Figure 1. Metal layers overlaid.
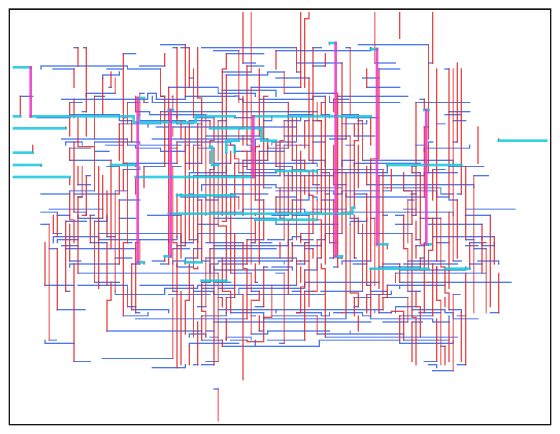
Figure 2. Wiring heat map.
The bar under the picture is 20 µm long. The die is cut into 12 by 9 equal tiles; white is low, dark blue is high, scaled to the fullest tile. Values are wire area over tile area, all layers added.
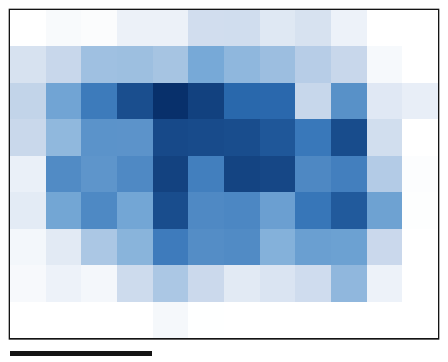
Figure 3. Clock distribution.
The bar under the picture is 20 µm long.
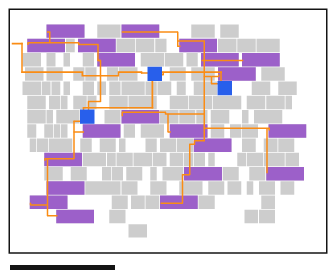
===== src/rtl/ser_2_par_if.sv =====
// Serial-in / parallel-out bus bundle for ser_2_par.
// SER_2_PAR_FLUSH_EN adds the din_last/dout_last frame markers.
interface ser_2_par_if #(
   parameter int WIDTH = 8
);
   logic             din;
   logic             din_vld;
   logic             din_rdy;
   logic [WIDTH-1:0] dout;
   logic             dout_vld;
   logic             dout_rdy;
`ifdef SER_2_PAR_FLUSH_EN
   logic             din_last;
   logic             dout_last;

   modport master (
      output din,
      output din_vld,
      output din_last,
      output din_rdy,
      input  dout,
      input  dout_vld,
      input  dout_last,
      input  dout_rdy
   );

   modport slave (
      input  din,
      input  din_vld,
      input  din_last,
      input  din_rdy,
      output dout,
      output dout_vld,
      output dout_last,
      output dout_rdy
   );
`else
   modport master (
      output din,
      output din_vld,
      output din_rdy,
      input  dout,
      input  dout_vld,
      input  dout_rdy
   );

   modport slave (
      input  din,
      input  din_vld,
      input  din_rdy,
      output dout,
      output dout_vld,
      output dout_rdy
   );
`endif
endinterface


===== src/rtl/ser_2_par.sv =====
// Serial-to-parallel converter with one-word skid buffer.
// Define SER_2_PAR_FLUSH_EN to enable din_last early word completion.
module ser_2_par #(
   parameter int WIDTH     = 8,
   parameter bit LSB_FIRST = 1'b1
) (
   input  logic        clk,
   input  logic        rst,
   ser_2_par_if.slave  bus
);

   localparam int CW = $clog2(WIDTH);
   localparam logic [CW-1:0] CNT_MAX = CW'(WIDTH - 1);

   typedef enum logic {
      S_FILL,
      S_FULL
   } state_t;

   state_t           state_q;
   state_t           state_d;
   logic [CW-1:0]    cnt_q;
   logic [CW-1:0]    cnt_d;
   logic [CW-1:0]    pos;
   logic [WIDTH-1:0] asm_q;
   logic [WIDTH-1:0] asm_d;
   logic [WIDTH-1:0] word_nxt;
   logic [WIDTH-1:0] dout_q;
   logic [WIDTH-1:0] dout_d;
   logic             vld_q;
   logic             vld_d;
   logic             asm_full;
   logic             wr_en;
   logic             rd_en;
   logic             slot_free;
   logic             bit_last;
   logic             word_done;
`ifdef SER_2_PAR_FLUSH_EN
   logic             last_q;
   logic             last_d;
   logic             asm_last_q;
   logic             asm_last_d;

   assign bit_last      = bus.din_last;
   assign bus.dout_last = last_q;
`else
   assign bit_last      = 1'b0;
`endif

   assign asm_full     = (state_q == S_FULL);
   assign bus.dout_rdy = ~asm_full;
   assign bus.dout     = dout_q;
   assign bus.dout_vld = vld_q;

   assign wr_en     = bus.din_vld & ~asm_full;
   assign rd_en     = vld_q & bus.din_rdy;
   assign slot_free = ~vld_q | bus.din_rdy;
   assign pos       = LSB_FIRST ? cnt_q : CNT_MAX - cnt_q;
   assign word_done = wr_en & ((cnt_q == CNT_MAX) | bit_last);

   // asm_q is cleared after every word, so unfilled bits read as zero
   always_comb begin
      word_nxt      = asm_q;
      word_nxt[pos] = bus.din;
   end

   always_comb begin
      state_d    = state_q;
      cnt_d      = cnt_q;
      asm_d      = asm_q;
      dout_d     = dout_q;
      vld_d      = vld_q;
`ifdef SER_2_PAR_FLUSH_EN
      last_d     = last_q;
      asm_last_d = asm_last_q;
`endif
      if (wr_en) begin
         cnt_d = word_done ? '0 : cnt_q + CW'(1);
      end
      unique case (state_q)
         S_FULL: begin
            if (rd_en) begin
               dout_d  = asm_q;
               vld_d   = 1'b1;
               asm_d   = '0;
               state_d = S_FILL;
`ifdef SER_2_PAR_FLUSH_EN
               last_d  = asm_last_q;
`endif
            end
         end
         S_FILL: begin
            if (word_done && slot_free) begin
               dout_d     = word_nxt;
               vld_d      = 1'b1;
               asm_d      = '0;
`ifdef SER_2_PAR_FLUSH_EN
               last_d     = bit_last;
`endif
            end else if (word_done) begin
               asm_d      = word_nxt;
               state_d    = S_FULL;
`ifdef SER_2_PAR_FLUSH_EN
               asm_last_d = bit_last;
`endif
            end else begin
               if (wr_en) asm_d = word_nxt;
               if (rd_en) vld_d = 1'b0;
            end
         end
         default: state_d = S_FILL;
      endcase
   end

   always_ff @(posedge clk) begin
      if (rst) begin
         state_q    <= S_FILL;
         cnt_q      <= '0;
         asm_q      <= '0;
         dout_q     <= '0;
         vld_q      <= 1'b0;
`ifdef SER_2_PAR_FLUSH_EN
         last_q     <= 1'b0;
         asm_last_q <= 1'b0;
`endif
      end else begin
         state_q    <= state_d;
         cnt_q      <= cnt_d;
         asm_q      <= asm_d;
         dout_q     <= dout_d;
         vld_q      <= vld_d;
`ifdef SER_2_PAR_FLUSH_EN
         last_q     <= last_d;
         asm_last_q <= asm_last_d;
`endif
      end
   end

endmodule


===== src/flat_wrapper.sv =====
// flat-port wrapper written by rule: the top's interface ports become plain ports
module ser_2_par_flat 
#(
   parameter int WIDTH     = 8,
   parameter bit LSB_FIRST = 1'b1
)
  (clk, rst, bus_din, bus_din_vld, bus_din_rdy, bus_dout, bus_dout_vld, bus_dout_rdy);
  ser_2_par_if #(.WIDTH(WIDTH)) bus_i ();
  input  logic clk;
  input  logic rst;
  input wire logic [$bits(bus_i.din)-1:0] bus_din;
  input wire logic [$bits(bus_i.din_vld)-1:0] bus_din_vld;
  input wire logic [$bits(bus_i.din_rdy)-1:0] bus_din_rdy;
  output wire logic [$bits(bus_i.dout)-1:0] bus_dout;
  output wire logic [$bits(bus_i.dout_vld)-1:0] bus_dout_vld;
  output wire logic [$bits(bus_i.dout_rdy)-1:0] bus_dout_rdy;
  assign bus_i.din = bus_din;
  assign bus_i.din_vld = bus_din_vld;
  assign bus_i.din_rdy = bus_din_rdy;
  assign bus_dout = bus_i.dout;
  assign bus_dout_vld = bus_i.dout_vld;
  assign bus_dout_rdy = bus_i.dout_rdy;
  ser_2_par #(.WIDTH(WIDTH), .LSB_FIRST(LSB_FIRST)) u_core (.clk(clk), .rst(rst), .bus(bus_i));
endmodule

===== config.mk =====
export PLATFORM = sky130hd
export DESIGN_NAME = ser_2_par_flat
export DESIGN_NICKNAME = d
export VERILOG_FILES = /design/src/rtl/ser_2_par_if.sv /design/src/rtl/ser_2_par.sv /design/src/flat_wrapper.sv
export SDC_FILE = /design/constraint.sdc
export NUM_CORES = 1
export LEC_CHECK = 0
export CAP_MARGIN = 20
export CORE_ASPECT_RATIO = 0.75
export CORE_MARGIN = 2
export CORE_UTILIZATION = 60
export DETAILED_ROUTE_END_ITERATION = 7
export PLACE_DENSITY = 0.94
export SLEW_MARGIN = 20
export SYNTH_ARGS = -nofsm -noshare
export SYNTH_HDL_FRONTEND = slang
export SYNTH_SLANG_ARGS = --single-unit

===== constraint.sdc =====
create_clock -name clk -period 4.33 [get_ports clk]
set_input_delay 1.0825 -clock clk [delete_from_list [all_inputs] [get_ports clk]]
set_output_delay 1.0825 -clock clk [all_outputs]
set_load 0.02 [all_outputs]

==> notes.md <==
Latest figures from synthesis and place and route.

The run finished with clean final reports. Dividing the synthesized area by the synthesized cell count gives 9.56 µm². After layout, the worst path uses 67.4% of the clock period.

The first-pass detailed-route iteration total is 4. The sequential element share of the synthesized area is 29.5%. The area of the mapped netlist is 1420 µm².

The fraction of synthesized area in multiplexers is 6.33%. The number of max-cap violations is 0. Sequential cells consume a total of 0.000209 W. After clock tree synthesis, the setup repair step added 0 buffers. The number of instances in the synthesized netlist is 149. The vertical die dimension is 46.2 µm. The placed cell count is 178. The share of synthesized registers carrying an async set or reset is 0%. According to the Yosys statistics, the synthesized design has a chip area of 1420 µm². The repair_antennas step left the layout with diodes totalling 0. The chip footprint is 2780 µm². The most instantiated flip-flop cell in the synthesis netlist is sky130_fd_sc_hd__dfxtp_1. Per the synthesis report, the number of distinct cell types is 39. The highest supply drop recorded on VDD is 0.000152 V. The fraction of the mapped netlist area in simple logic gates is 26.2%.

The fraction of the core area occupied by cells at floorplan is 62.7%. The internal power of the cells totals 0.000251 W. The wire length on met1 is 1380 µm. The number of antenna violations at the first check in global routing is 0. For this run, the share of the core covered by cells in the final layout is 66.5%. Ranked by power, first place goes to registers. The global placement routability congestion is 0.796. The number of H-tree levels is 1.

The script computed a power per unit cell area of 229 nW/µm². The count of nets left with antenna violations once routing finished came out at 0. The compound-cell area share of the yosys netlist is 25.4%.

The met3 capacity usage during global routing is 5.62%. Wire segments on met3 add up to 160 µm in the final route. The critical path maximum fanout is 15. The worst hold-check path type is register to register. The kind of capture point of the worst setup path is an output port. Per the final layout report, the fraction of cells sized above drive strength 1 comes to 15.5%. Hold repair after CTS inserted 0 buffers. The required time at the endpoint of the critical path is 3.25 ns. The sequential cell fraction of total power is 60.4%. The number of buffers and inverters on the critical path is 2. Hold-check failures listed in the final report amount to 0. After clock tree synthesis, the repair step resized 0 gates. The combinational logic power is 0.0000386 W.

The cell count listed in synth_stat.txt is 149. Routing resource usage on met2 recorded by global route was 45.0%. The buffer levels on the longest clock path is 2. The switching power is 0.0000955 W.

The synthesized net count is 156. The TritonCTS clock tree is built.
About Figure 1:
- red: met2 (wire length 1,650 µm)
- cyan: met3 (wire length 161 µm)
- magenta: met4 (wire length 107 µm)
- blue: met1 (wire length 1,380 µm)
Via Count: 1,276
final routed wire length divided by cell count: 18.1 µm
post-detailed-routing wire length: 3300 µm

About Figure 2:
- mean over tiles: 0.19
- densest ninth of the die: middle
- nearly empty tiles: 19%
- emptiest ninth of the die: bottom left
GRT Resource Usage Total: 26.7%

About Figure 3:
- purple: flip-flops (count 21)
- orange: clock wires (length 254 µm)
- blue: cells driving clock nets (count 3)
- flops lie: all over the die
clock distribution power: 0.0000983 W
worst clock skew: 0.0205 ns
clock insertion delay at the later pin of the skew report: 0.32 ns
clock group share of total power: 28.4%

synthesized netlist by cell type (all sizes together) (2+ instances only):
master / n / area share (%)
and2: 2 / 0.88
dfxtp: 21 / 30
or3b: 3 / 1.8
nand2b: 3 / 1.3
o2111ai: 14 / 8.6
a21oi: 3 / 1.1
buf: 16 / 7.9
nand3: 7 / 2.5
nor3b: 3 / 2.4
nand4b: 4 / 2.5
and4bb: 3 / 2.6
nand4: 2 / 0.88
a31oi: 8 / 3.5
nor2: 3 / 0.79
clkbuf: 3 / 0.79
nand2: 2 / 0.53
a211oi: 8 / 7.0
nand3b: 4 / 2.1
o211ai: 7 / 3.7
and4b: 2 / 1.6
inv: 8 / 2.1
nor4b: 3 / 3.2
ha: 2 / 1.8
mux2i: 9 / 6.3
path summary, 6_finish.rpt:
kind,start,endpoint,slack [ns],cells after the start
setup / recovery,u_core.asm_full,bus_dout_rdy,1.41,2
hold / removal,u_core.asm_q[2],u_core.asm_q[2],0.54,2
setup reg to reg,u_core.cnt_q[1],u_core.bus.dout[4],1.73,5
hold reg to reg,u_core.asm_q[2],u_core.asm_q[2],0.54,2
stage by stage:
step                total power [W]  setup slack [ns]
finish                     0.000346              1.41
global route               0.000362              1.27
CTS                        0.000345              1.41
detailed placement         0.000251              1.30
global placement           0.000248              1.43
floorplan                  0.000244              2.39
cell type report:
class                   instances  area (µm²)
clock buffers                   3        22.5
inverters                       8        30.0
clock inverters                 1        5.00
flip-flops and latches         21         420
multi-input cells             101         850
well taps                      34        42.5
repair buffers                 14         140
fillers                       185         761
sequential cells by signal, indices dropped and copies added, names as in the netlist:
signal               count
u_core.bus.dout_vld      1
u_core.asm_full          1
u_core.bus.dout          8
u_core.cnt_q             3
u_core.asm_q             8
Power figures rest on the tool's default switching activity, not on a simulated workload.
